### Clock wires, drivers and flops, run 1

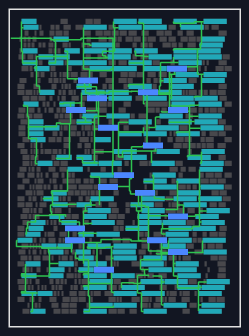
### Selected gate families, run 1

Bar = 20 µm.
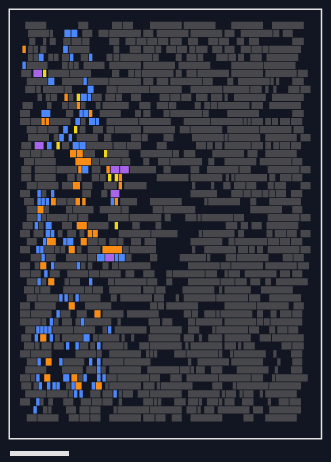
### Met3 routing, run 1

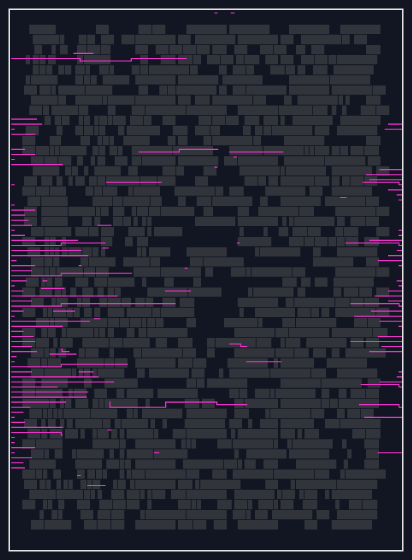
### Routing congestion, run 1

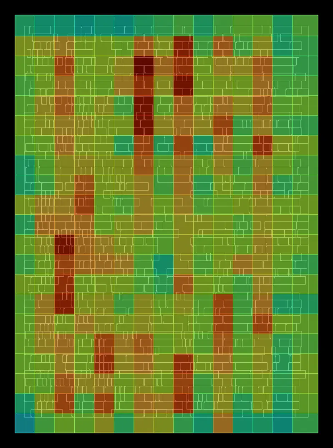
===== src/rtl/if_fetch_controller_if.sv =====
// if_fetch_controller_if: instruction-memory, redirect and decode handshake bundle
interface if_fetch_controller_if #(
  parameter int ADDR_WIDTH = 32
);
  logic [ADDR_WIDTH-1:0] imem_address;
  logic [31:0]           imem_instruction;
  logic                  branch_taken;
  logic [ADDR_WIDTH-1:0] branch_target;
  logic                  id_valid;
  logic                  id_ready;
  logic [31:0]           id_instruction;
  logic [ADDR_WIDTH-1:0] id_pc;
  logic                  halted;
  logic [15:0]           fetch_count;
  modport master (
    output imem_address, id_valid, id_instruction, id_pc, halted, fetch_count,
    input  imem_instruction, branch_taken, branch_target, id_ready
  );
  modport slave (
    input  imem_address, id_valid, id_instruction, id_pc, halted, fetch_count,
    output imem_instruction, branch_taken, branch_target, id_ready
  );
endinterface


===== src/rtl/if_fetch_controller.sv =====
// if_fetch_controller: PC sequencing, prefetch FIFO, branch redirect and end-of-program halt
module if_fetch_controller #(
  parameter int                    ADDR_WIDTH = 32,
  parameter logic [ADDR_WIDTH-1:0] RESET_PC   = '0,
  parameter int                    PC_STEP    = 4,
  parameter int                    FIFO_DEPTH = 2,
  parameter logic [ADDR_WIDTH-1:0] MEM_LIMIT  = ADDR_WIDTH'(28)
) (
  input logic clk,
  input logic rst_n,
  if_fetch_controller_if.master bus
);
  localparam int PW = $clog2(FIFO_DEPTH);
  localparam int CW = PW + 1;
  typedef enum logic [1:0] {IDLE, FETCH, HALT} state_t;
  state_t                state_q;
  logic [ADDR_WIDTH-1:0] pc_q;
  logic [CW-1:0]         count_q;
  logic [PW-1:0]         wr_q, rd_q;
  logic [31:0]           instr_q [FIFO_DEPTH];
  logic [ADDR_WIDTH-1:0] epc_q   [FIFO_DEPTH];
  logic [15:0]           fetch_count_q;
  logic                  redirect, pop, push;
  logic [ADDR_WIDTH-1:0] target;
  assign target   = {bus.branch_target[ADDR_WIDTH-1:2], 2'b00};
  assign redirect = bus.branch_taken && state_q != IDLE;
  assign pop      = count_q != '0 && bus.id_ready;
  assign push     = state_q == FETCH && !redirect && pc_q < MEM_LIMIT &&
                    (count_q < CW'(FIFO_DEPTH) || pop);
  assign bus.imem_address   = pc_q;
  assign bus.id_valid       = count_q != '0;
  assign bus.id_instruction = instr_q[rd_q];
  assign bus.id_pc          = epc_q[rd_q];
  assign bus.halted         = state_q == HALT && count_q == '0;
  assign bus.fetch_count    = fetch_count_q;
  // State, PC and FIFO update; a redirect flushes the FIFO and wins over sequential fetch
  always_ff @(posedge clk) begin
    if (!rst_n) begin
      state_q       <= IDLE;
      pc_q          <= RESET_PC;
      count_q       <= '0;
      wr_q          <= '0;
      rd_q          <= '0;
      fetch_count_q <= '0;
      for (int i = 0; i < FIFO_DEPTH; i++) begin
        instr_q[i] <= '0;
        epc_q[i]   <= '0;
      end
    end else begin
      if (state_q == IDLE) state_q <= (RESET_PC >= MEM_LIMIT) ? HALT : FETCH;
      else if (redirect) state_q <= (target < MEM_LIMIT) ? FETCH : HALT;
      else if (state_q == FETCH && pc_q >= MEM_LIMIT) state_q <= HALT;
      if (redirect) begin
        pc_q    <= target;
        count_q <= '0;
        wr_q    <= '0;
        rd_q    <= '0;
      end else begin
        if (push) begin
          instr_q[wr_q] <= bus.imem_instruction;
          epc_q[wr_q]   <= pc_q;
          wr_q          <= wr_q + 1'b1;
          pc_q          <= pc_q + ADDR_WIDTH'(PC_STEP);
        end
        if (pop) rd_q <= rd_q + 1'b1;
        count_q <= count_q + CW'(push) - CW'(pop);
      end
      if (push && fetch_count_q != '1) fetch_count_q <= fetch_count_q + 16'd1;
    end
  end
endmodule


===== src/flat_wrapper.sv =====
// flat-port wrapper written by rule: the top's interface ports become plain ports
module if_fetch_controller_flat 
#(
  parameter int                    ADDR_WIDTH = 32,
  parameter logic [ADDR_WIDTH-1:0] RESET_PC   = '0,
  parameter int                    PC_STEP    = 4,
  parameter int                    FIFO_DEPTH = 2,
  parameter logic [ADDR_WIDTH-1:0] MEM_LIMIT  = ADDR_WIDTH'(28)
)
  (clk, rst_n, bus_imem_address, bus_id_valid, bus_id_instruction, bus_id_pc, bus_halted, bus_fetch_count, bus_imem_instruction, bus_branch_taken, bus_branch_target, bus_id_ready);
  if_fetch_controller_if #(.ADDR_WIDTH(ADDR_WIDTH)) bus_i ();
  input logic clk;
  input logic rst_n;
  output wire logic [$bits(bus_i.imem_address)-1:0] bus_imem_address;
  output wire logic [$bits(bus_i.id_valid)-1:0] bus_id_valid;
  output wire logic [$bits(bus_i.id_instruction)-1:0] bus_id_instruction;
  output wire logic [$bits(bus_i.id_pc)-1:0] bus_id_pc;
  output wire logic [$bits(bus_i.halted)-1:0] bus_halted;
  output wire logic [$bits(bus_i.fetch_count)-1:0] bus_fetch_count;
  input wire logic [$bits(bus_i.imem_instruction)-1:0] bus_imem_instruction;
  input wire logic [$bits(bus_i.branch_taken)-1:0] bus_branch_taken;
  input wire logic [$bits(bus_i.branch_target)-1:0] bus_branch_target;
  input wire logic [$bits(bus_i.id_ready)-1:0] bus_id_ready;
  assign bus_imem_address = bus_i.imem_address;
  assign bus_id_valid = bus_i.id_valid;
  assign bus_id_instruction = bus_i.id_instruction;
  assign bus_id_pc = bus_i.id_pc;
  assign bus_halted = bus_i.halted;
  assign bus_fetch_count = bus_i.fetch_count;
  assign bus_i.imem_instruction = bus_imem_instruction;
  assign bus_i.branch_taken = bus_branch_taken;
  assign bus_i.branch_target = bus_branch_target;
  assign bus_i.id_ready = bus_id_ready;
  if_fetch_controller #(.ADDR_WIDTH(ADDR_WIDTH), .RESET_PC(RESET_PC), .PC_STEP(PC_STEP), .FIFO_DEPTH(FIFO_DEPTH), .MEM_LIMIT(MEM_LIMIT)) u_core (.clk(clk), .rst_n(rst_n), .bus(bus_i));
endmodule

===== config.mk =====
export PLATFORM = sky130hd
export DESIGN_NAME = if_fetch_controller_flat
export DESIGN_NICKNAME = d
export VERILOG_FILES = /design/src/rtl/if_fetch_controller_if.sv /design/src/rtl/if_fetch_controller.sv /design/src/flat_wrapper.sv
export SDC_FILE = /design/constraint.sdc
export NUM_CORES = 1
export LEC_CHECK = 0
export CORE_ASPECT_RATIO = 1.4
export CORE_MARGIN = 3
export CORE_UTILIZATION = 53
export DETAILED_ROUTE_END_ITERATION = 8
export PLACE_DENSITY_LB_ADDON = 0.15
export SYNTH_ARGS = -nofsm -noshare
export SYNTH_HDL_FRONTEND = slang
export SYNTH_SLANG_ARGS = --single-unit

===== constraint.sdc =====
create_clock -name clk -period 13.9 [get_ports clk]
set_input_delay 2.78 -clock clk [delete_from_list [all_inputs] [get_ports clk]]
set_output_delay 2.78 -clock clk [all_outputs]
set_load 0.005 [all_outputs]

==> flow_summary.ini, run 1 <==
; physical design summary
[status]
run_status = finished clean

[final_timing]
finalSetupViolCount = 0
max-slew-margin-rel = 0.159
timing.final.max_slew_violations = 0

[drt]
average_via_count_per_standard_cell = 5.15
met2RoutedLength_um = 8680
topRoutingLayerUsed = met5
route.layer.met1.wl_um = 5960
wire_length_on_met3_um = 996

[finish]
largest_class = sequential cells
insertedDiodeCount = 0
seq_share = 0.478
flop_area_um2 = 4790
stdcell_area_um2 = 10000
clock_buffer_count = 21

[worst_setup_path]
reg2reg_from = u_core.bus.imem_address[25]
cp-end-kind = flop
path_delay_family = buffers and inverters
critical_path_peak_fanout = 62

[power_and_ir_drop]
netSwitchingFraction = 0.224

[placed_design]
portBuffers = 175
finalWeightedCongestion = 0.836
dpl_cell_area_um2 = 9430
dpl.hpwl_um = 10900

[clock_network]
htreeDepth = 4
post_cts_hold_buffer_count = 0

[global_routing]
groute.layer.met1.usage = 0.220
global_route.overflow_total = 0
global_route.usage.total = 0.213

[floorplan]
fp-row-count = 50
core_util_floorplan = 0.546
chipWidth_um = 106

[min_path]
holdCritPathClass = flop to flop
hold_path_depth = 2

[job]
stage_log_warnings = 28
max_cap_violations = 0

[synthesis]
synth.cellmix.simpleShare = 0.163
synth_flops = 177
synth-edff-count = 124
yosysMostFrequentCell = edfxtp_1
## Picture notes: 'Clock wires, drivers and flops'
[flip-flops] cyan | count: 177
[clock-net drivers] blue | count: 17
[clock wires] green | length: 1850 µm
routed clock nets: 18

## Picture notes: 'Selected gate families'
[nor cells] orange | cells: 36
[inv cells] yellow | cells: 8
[nand cells] blue | cells: 88 | where: a column on the left
[xor and xnor cells] purple | cells: 6
logic share of the area: 0.259
count of non-filler cells in the finished layout: 987
most common cell after layout, fill and taps aside: clkdlybuf4s50_1

## Picture notes: 'Met3 routing'
share of all routed wire: 6.3%
nets with wire on the layer: 115
longest straight run: 30.6 µm

## Picture notes: 'Routing congestion'
Most Used Layer, Global Route: met2
met2 track demand over resource in global routing: 0.400
Routed WL per cell: 16.1 µm

--- run 2 (diff from run 1) ---
--- a/config.mk
+++ b/config.mk
@@ -7,7 +7,7 @@
 export LEC_CHECK = 0
 export CORE_ASPECT_RATIO = 1.4
 export CORE_MARGIN = 3
-export CORE_UTILIZATION = 53
+export CORE_UTILIZATION = 49
 export DETAILED_ROUTE_END_ITERATION = 8
 export PLACE_DENSITY_LB_ADDON = 0.15
 export SYNTH_ARGS = -nofsm -noshare
==> constraint.sdc (replaced) <==
create_clock -name clk -period 5.4 [get_ports clk]
set_input_delay 1.08 -clock clk [delete_from_list [all_inputs] [get_ports clk]]
set_output_delay 1.08 -clock clk [all_outputs]
set_load 0.005 [all_outputs]
==> run 2 against run 1 <==
Net effect:
- setup slack worse by 6.8 ns
- clock power increased to 2.7 times the previous value
- highest routed layer is now met4
- core utilization decreased by 5.4 points
- die area rose by 7.8%
==> flow_summary.ini, run 2 <==
; physical design summary
[finish]
most_common_cell_after_layout_fill_and_taps_aside = clkdlybuf4s50_1
seq_share = 0.476
stdcell_area_um2 = 10100
clock_buffer_count = 17
stdcell_count = 995
comb_share = 0.258

[status]
run_status = finished clean

[drt]
route.layer.met1.wl_um = 5920
met2RoutedLength_um = 8590
route.detailed.wl_per_inst_um = 16.0
topRoutingLayerUsed = met4
average_via_count_per_standard_cell = 5.09

[clock_network]
htreeDepth = 4
post_cts_hold_buffer_count = 0

[job]
stage_log_warnings = 28
max_cap_violations = 0

[power_and_ir_drop]
netSwitchingFraction = 0.231

[global_routing]
groute.layer.met1.usage = 0.214
top_usage_layer = met2
global_route.overflow_total = 0
global_route.usage.total = 0.197

[final_timing]
finalSetupViolCount = 0
max-slew-margin-rel = 0.146
timing.final.max_slew_violations = 0

[worst_setup_path]
critical_path_peak_fanout = 44
reg2reg_from = u_core.bus.imem_address[17]
path_delay_family = simple AND/OR/NAND/NOR gates
cp-end-kind = flop

[synthesis]
synth.cellmix.simpleShare = 0.163
synth_flops = 177
synth-edff-count = 124
yosysMostFrequentCell = edfxtp_1

[min_path]
holdCritPathClass = flop to flop

[floorplan]
chipWidth_um = 109
fp-row-count = 52

[placed_design]
portBuffers = 175
### Met3 routing, run 2

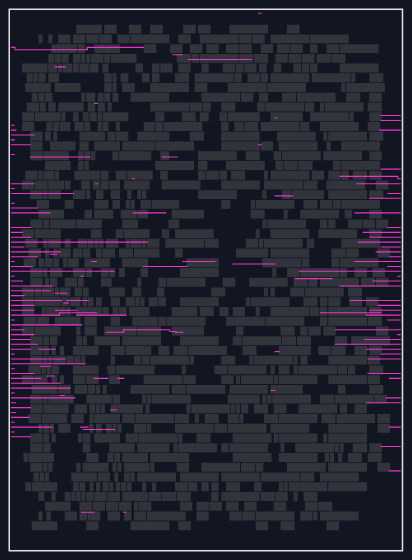
share of all routed wire: 6.4%
main direction: horizontal
number of vias in the routed layout: 5061
fraction of met3 tracks used by global routing: 0.0503
final wirelength: 16000 µm

--- run 3 (diff from run 2) ---
==> constraint.sdc (replaced) <==
create_clock -name clk -period 3.7 [get_ports clk]
set_input_delay 0.74 -clock clk [delete_from_list [all_inputs] [get_ports clk]]
set_output_delay 0.74 -clock clk [all_outputs]
set_load 0.005 [all_outputs]
==> run 3 against run 2 <==
Net effect:
- worst hold slack about the same
- wire length up 1.6%
- via count up 0.28%
- first-iteration DRC count up 24%
- cell area up 1.2%
- die area unchanged
- global-route usage up 0.62 points
- setup slack worse by 0.87 ns
- sequential share of layout area down 0.56 points
- critical path type is now flop to output port
==> flow_summary.ini, run 3 <==
; physical design summary
[synthesis]
synth.cellmix.simpleShare = 0.163
yosysMostFrequentCell = edfxtp_1
synth_flops = 177

[drt]
wire_length_on_met3_um = 935
met2RoutedLength_um = 8900
topRoutingLayerUsed = met4
route.layer.met1.wl_um = 6100
average_via_count_per_standard_cell = 5.09
route.detailed.wl_per_inst_um = 16.2
wl_um = 16200

[finish]
seq_share = 0.470
largest_class = sequential cells
insertedDiodeCount = 0
clock_buffer_count = 17
flop_area_um2 = 4790
stdcell_area_um2 = 10200

[status]
run_status = finished clean

[worst_setup_path]
critical_path_peak_fanout = 18
cp-end-kind = output port
reg2reg_from = u_core.bus.imem_address[25]
path_delay_family = buffers and inverters

[floorplan]
chipWidth_um = 109

[global_routing]
groute.layer.met1.usage = 0.216
grtUsageMet2 = 0.376
global_route.usage.total = 0.203

[min_path]
holdCritPathClass = flop to flop
hold_path_depth = 2

[placed_design]
portBuffers = 175
finalWeightedCongestion = 0.753

[job]
max_cap_violations = 0
stage_log_warnings = 28
### Met3 routing, run 3

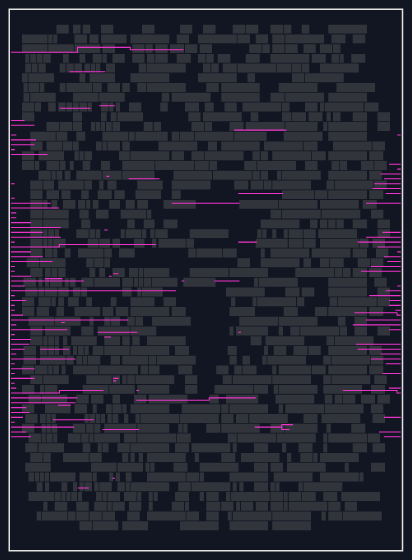
longest straight run: 45.8 µm
main direction: horizontal
share of all routed wire: 5.8%
nets with wire on the layer: 110


==> screenshots <==
Cells by drive strength.
panel A
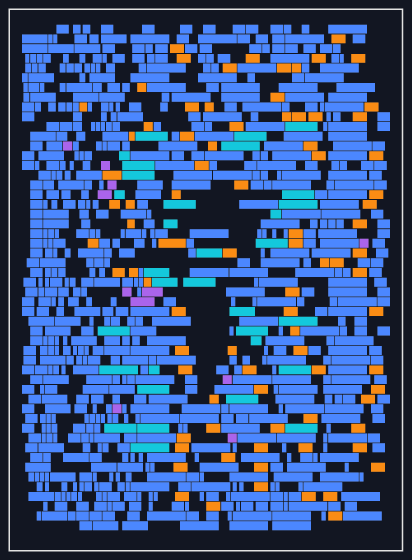
panel B
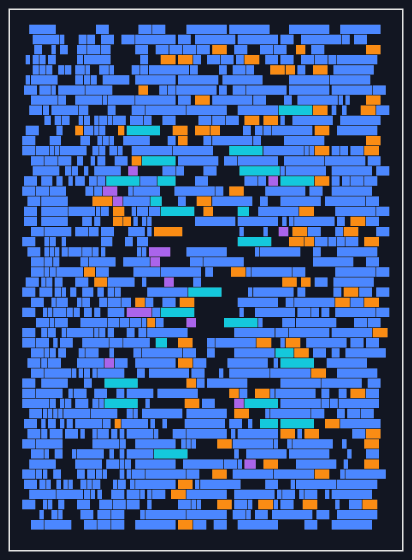
For run 3, see panel A.
For run 1, see panel B.

Key to panel B:
[x6 and larger] cyan | cells: 24 | share: 3.0% | most used: clkbuf_16
[x1 and smaller] blue | cells: 683 | share: 85% | most used: clkdlybuf4s50_1
[x2] orange | cells: 85 | share: 11% | most used: mux2_2
[x3 and x4] purple | cells: 13 | share: 1.6% | most used: buf_4

Power is estimated from default activity; no workload was simulated.
